<file path="src/rtl/regfile_sb.sv">
// Parametrised 2R/2W register file with same-cycle write forwarding and a
// per-register busy scoreboard for read-after-write hazard detection.
module regfile_sb #(
  parameter int unsigned DATA_W  = 16,
  parameter int unsigned ADDR_W  = 3,
  parameter bit          ZERO_R0 = 1'b0
) (
  input  logic                      clk,
  input  logic                      rst,
  input  logic                      we0,
  input  logic [ADDR_W-1:0]         waddr0,
  input  logic [DATA_W-1:0]         wdata0,
  input  logic                      we1,
  input  logic [ADDR_W-1:0]         waddr1,
  input  logic [DATA_W-1:0]         wdata1,
  input  logic [ADDR_W-1:0]         raddr0,
  input  logic [ADDR_W-1:0]         raddr1,
  output logic [DATA_W-1:0]         rdata0,
  output logic [DATA_W-1:0]         rdata1,
  input  logic                      issue_en,
  input  logic [ADDR_W-1:0]         issue_addr,
  output logic                      rbusy0,
  output logic                      rbusy1,
  output logic [(1<<ADDR_W)-1:0]    busy_vec
);

  localparam int unsigned DEPTH = 1 << ADDR_W;

  logic [DATA_W-1:0] regs_q [DEPTH];
  logic [DATA_W-1:0] regs_d [DEPTH];
  logic [DEPTH-1:0]  busy_q;
  logic [DEPTH-1:0]  busy_d;

  logic [ADDR_W-1:0] ra    [2];
  logic [DATA_W-1:0] rd_c  [2];
  logic              rb_c  [2];

  assign ra[0] = raddr0;
  assign ra[1] = raddr1;

  // Next storage and scoreboard state; port 1 wins a write collision,
  // and a same-cycle issue supersedes the retiring writer's clear.
  always_comb begin
    logic hit0;
    logic hit1;
    for (int r = 0; r < int'(DEPTH); r++) begin
      regs_d[r] = regs_q[r];
      busy_d[r] = busy_q[r];
    end
    for (int r = 0; r < int'(DEPTH); r++) begin
      hit0 = we0 && (waddr0 == ADDR_W'(r));
      hit1 = we1 && (waddr1 == ADDR_W'(r));
      if (hit0) regs_d[r] = wdata0;
      if (hit1) regs_d[r] = wdata1;
      if (hit0 || hit1) busy_d[r] = 1'b0;
      if (issue_en && (issue_addr == ADDR_W'(r))) busy_d[r] = 1'b1;
      if (ZERO_R0 && (r == 0)) begin
        regs_d[r] = '0;
        busy_d[r] = 1'b0;
      end
    end
  end

  always_ff @(posedge clk or posedge rst) begin
    if (rst) begin
      for (int r = 0; r < int'(DEPTH); r++) regs_q[r] <= '0;
      busy_q <= '0;
    end else begin
      for (int r = 0; r < int'(DEPTH); r++) regs_q[r] <= regs_d[r];
      busy_q <= busy_d;
    end
  end

  // Read ports: hardwired zero, then port 1 bypass, port 0 bypass, storage.
  always_comb begin
    logic fw0;
    logic fw1;
    for (int p = 0; p < 2; p++) begin
      fw0     = we0 && (waddr0 == ra[p]);
      fw1     = we1 && (waddr1 == ra[p]);
      rd_c[p] = regs_q[ra[p]];
      if (fw0) rd_c[p] = wdata0;
      if (fw1) rd_c[p] = wdata1;
      rb_c[p] = busy_q[ra[p]] && !(fw0 || fw1);
      if (ZERO_R0 && (ra[p] == '0)) begin
        rd_c[p] = '0;
        rb_c[p] = 1'b0;
      end
    end
  end

  assign rdata0   = rd_c[0];
  assign rdata1   = rd_c[1];
  assign rbusy0   = rb_c[0];
  assign rbusy1   = rb_c[1];
  assign busy_vec = busy_q;

endmodule

</file>
<file path="config.mk">
export PLATFORM = sky130hd
export DESIGN_NAME = regfile_sb
export DESIGN_NICKNAME = d
export VERILOG_FILES = /design/src/rtl/regfile_sb.sv
export SDC_FILE = /design/constraint.sdc
export NUM_CORES = 1
export LEC_CHECK = 0
export CAP_MARGIN = 20
export CORE_UTILIZATION = 45
export CTS_CLUSTER_SIZE = 40
export DETAILED_ROUTE_END_ITERATION = 16
export PLACE_DENSITY = 0.7
export SYNTH_ARGS = -nofsm -noshare
export SYNTH_HDL_FRONTEND = slang
export SYNTH_SLANG_ARGS = --single-unit
</file>
<file path="constraint.sdc">
create_clock -name clk -period 12 [get_ports clk]
set_clock_uncertainty 0.2 [all_clocks]
set_input_delay 1.8 -clock clk [delete_from_list [all_inputs] [get_ports clk]]
set_output_delay 1.8 -clock clk [all_outputs]
set_load 0.01 [all_outputs]
</file>
Figure 1. Wiring by layer.
Drawn at 2 px/um.
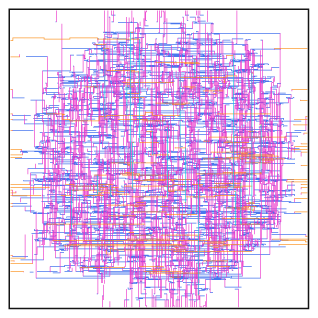
legend:
  M1:
    color: blue
    wire_length: 11,300 um
  M3:
    color: orange
    wire_length: 1,940 um
  M4:
    color: cyan
    wire_length: 605 um
  M2:
    color: magenta
    wire_length: 13,500 um

Figure 2. I/O nets highlighted.
Drawn at 2 px/um.
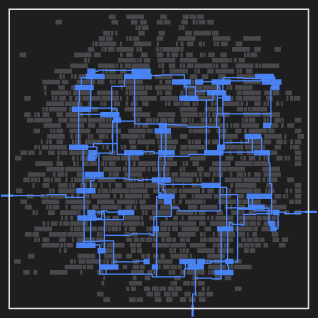
legend:
  raddr0:
    color: blue
    bits: 3
    direction: input
    end_cells: 57
    buffers: 5
    wire: 1,740 um

Figure 3. Pin map.
Drawn at 2 px/um. Pins as bars across the die edge, other pins in gray.
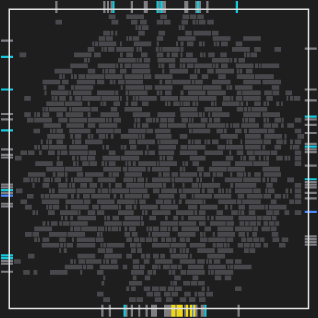
legend:
  raddr0:
    color: blue
    pins: 3
    direction: input
    edge: 1 right, 1 bottom, 1 left
  wdata1:
    color: cyan
    pins: 16
    direction: input
    edge: 6 left, 5 top, 3 right, 2 bottom
  busy_vec:
    color: yellow
    pins: 8
    direction: output
    edge: bottom
all pins by edge: 30 bottom, 23 right, 21 left, 20 top

==> results.json <==
{
  "outcome": "complete, no violations",
  "worstHoldPathCells": 2,
  "reg2regPathDepth": 2,
  "holdPathEnd": "busy_vec[7]",
  "synth_seq_share_pct": 35.1,
  "crit_fanout": 29,
  "common_cells": "mux2i_1 (160), dfrtp_1 (136), nand2_1 (100)",
  "area.growth.synth_to_final_pct": 13.2,
  "grt_max_degree": 70,
  "cts_resized": 0,
  "fp_util_pct": 46.0,
  "min_period_over_period_pct": 55.7,
  "top_register": "regs_q",
  "power_leader": "registers",
  "postCtsHoldBufs": 0,
  "rows": 53,
  "start_kind": "primary input",
  "synth.comb.largest_family": "multiplexers",
  "htreeDepth": 4,
  "place.gp.congestion": 0.781,
  "num-nonclk-buffers": 119,
  "path_cells": "clkdlybuf4s50_1 -> buf_4 -> xnor2_1 -> and4_1 -> buf_4 -> nand2_1 -> o21ai_0 -> clkdlybuf4s50_1",
  "crit_path_end_kind": "primary output",
  "fin_ws_ps": 5310,
  "cts_buffers": 17,
  "r2r_end": "busy_vec[2]",
  "die_y_um": 149,
  "crit_type": "primary input to primary output",
  "place_area_mm2": 0.0104,
  "p_sw_share_pct": 29.5,
  "min_from": "busy_vec[7]",
  "drc": 0,
  "synth-area-yosys_mm2": 0.00971,
  "powerSeq_mw": 0.641,
  "warnings": 26,
  "antenna_found_initial": 0,
  "num-nets-final": 968,
  "clock_sinks": 136,
  "seq_share_pct": 31.0,
  "mux_share_pct": 37.9,
  "comb_cells": 639,
  "power_frac_seq_pct": 38.5,
  "drtAntennaViolNets": 0,
  "antennaDiodeCount": 0,
  "critPathMaxStageDelay_ps": 620,
  "logic_area_mm2": 0.00554,
  "sh_comb_area_pct": 50.4,
  "portBuffers": 93,
  "synthesis.area_mm2": 0.00971,
  "slew_viol_final": 0,
  "dr_total_vias": 7264,
  "clkCellAreaFrac_pct": 5.30,
  "grt_util_met1_pct": 33.7,
  "worst_slew_pin_slew_ps": 1030,
  "top_layer_used": "met4",
  "period_needed_ps": 6690,
  "netlist_top_cells_area": "dfrtp_1 (35%), mux2i_1 (16%), mux4_1 (12%), mux4_2 (5.6%), mux2_2 (3.9%)",
  "synthArstFlopShare_pct": 100,
  "drt_iter0_drc": 653,
  "wl_met2_um": 13500,
  "combinationalPowerShare_pct": 30.0,
  "ff2ff_setup_slack_ps": 10970,
  "crit_required_ps": 10000,
  "power_density_mw_per_mm2": 151,
  "p_int_mw": 1.17,
  "largest_cell_class": "multi-input combinational cells",
  "met3_usage_pct": 5.32,
  "p_sw_mw": 0.491,
  "yosys_cells": 891
}
Figure 4. Track usage over the die.
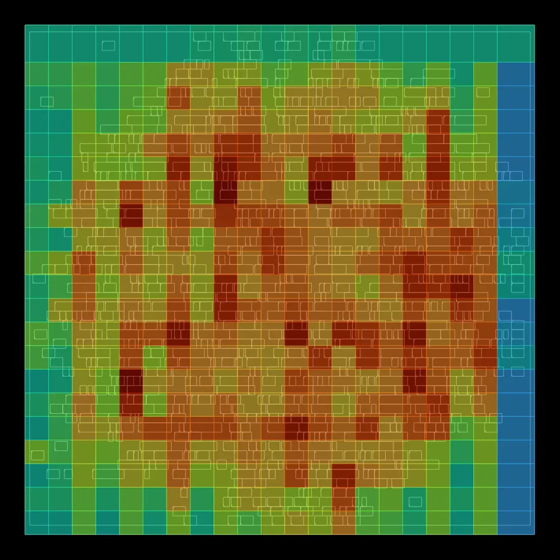
WL per Instance: 22.8 um
GR peak layer: met2
Core Util, Final: 52.1%

Figure 5. Where the registers sit.
Drawn at 2 px/um. Other cells in gray.
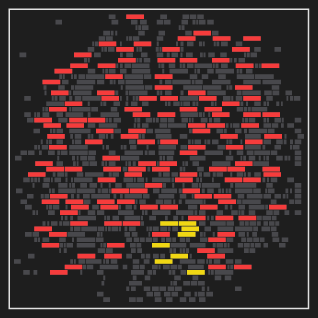
legend:
  busy_vec:
    color: yellow
    sequential_cells: 8
    where: bottom center
  regs_q:
    color: red
    sequential_cells: 128

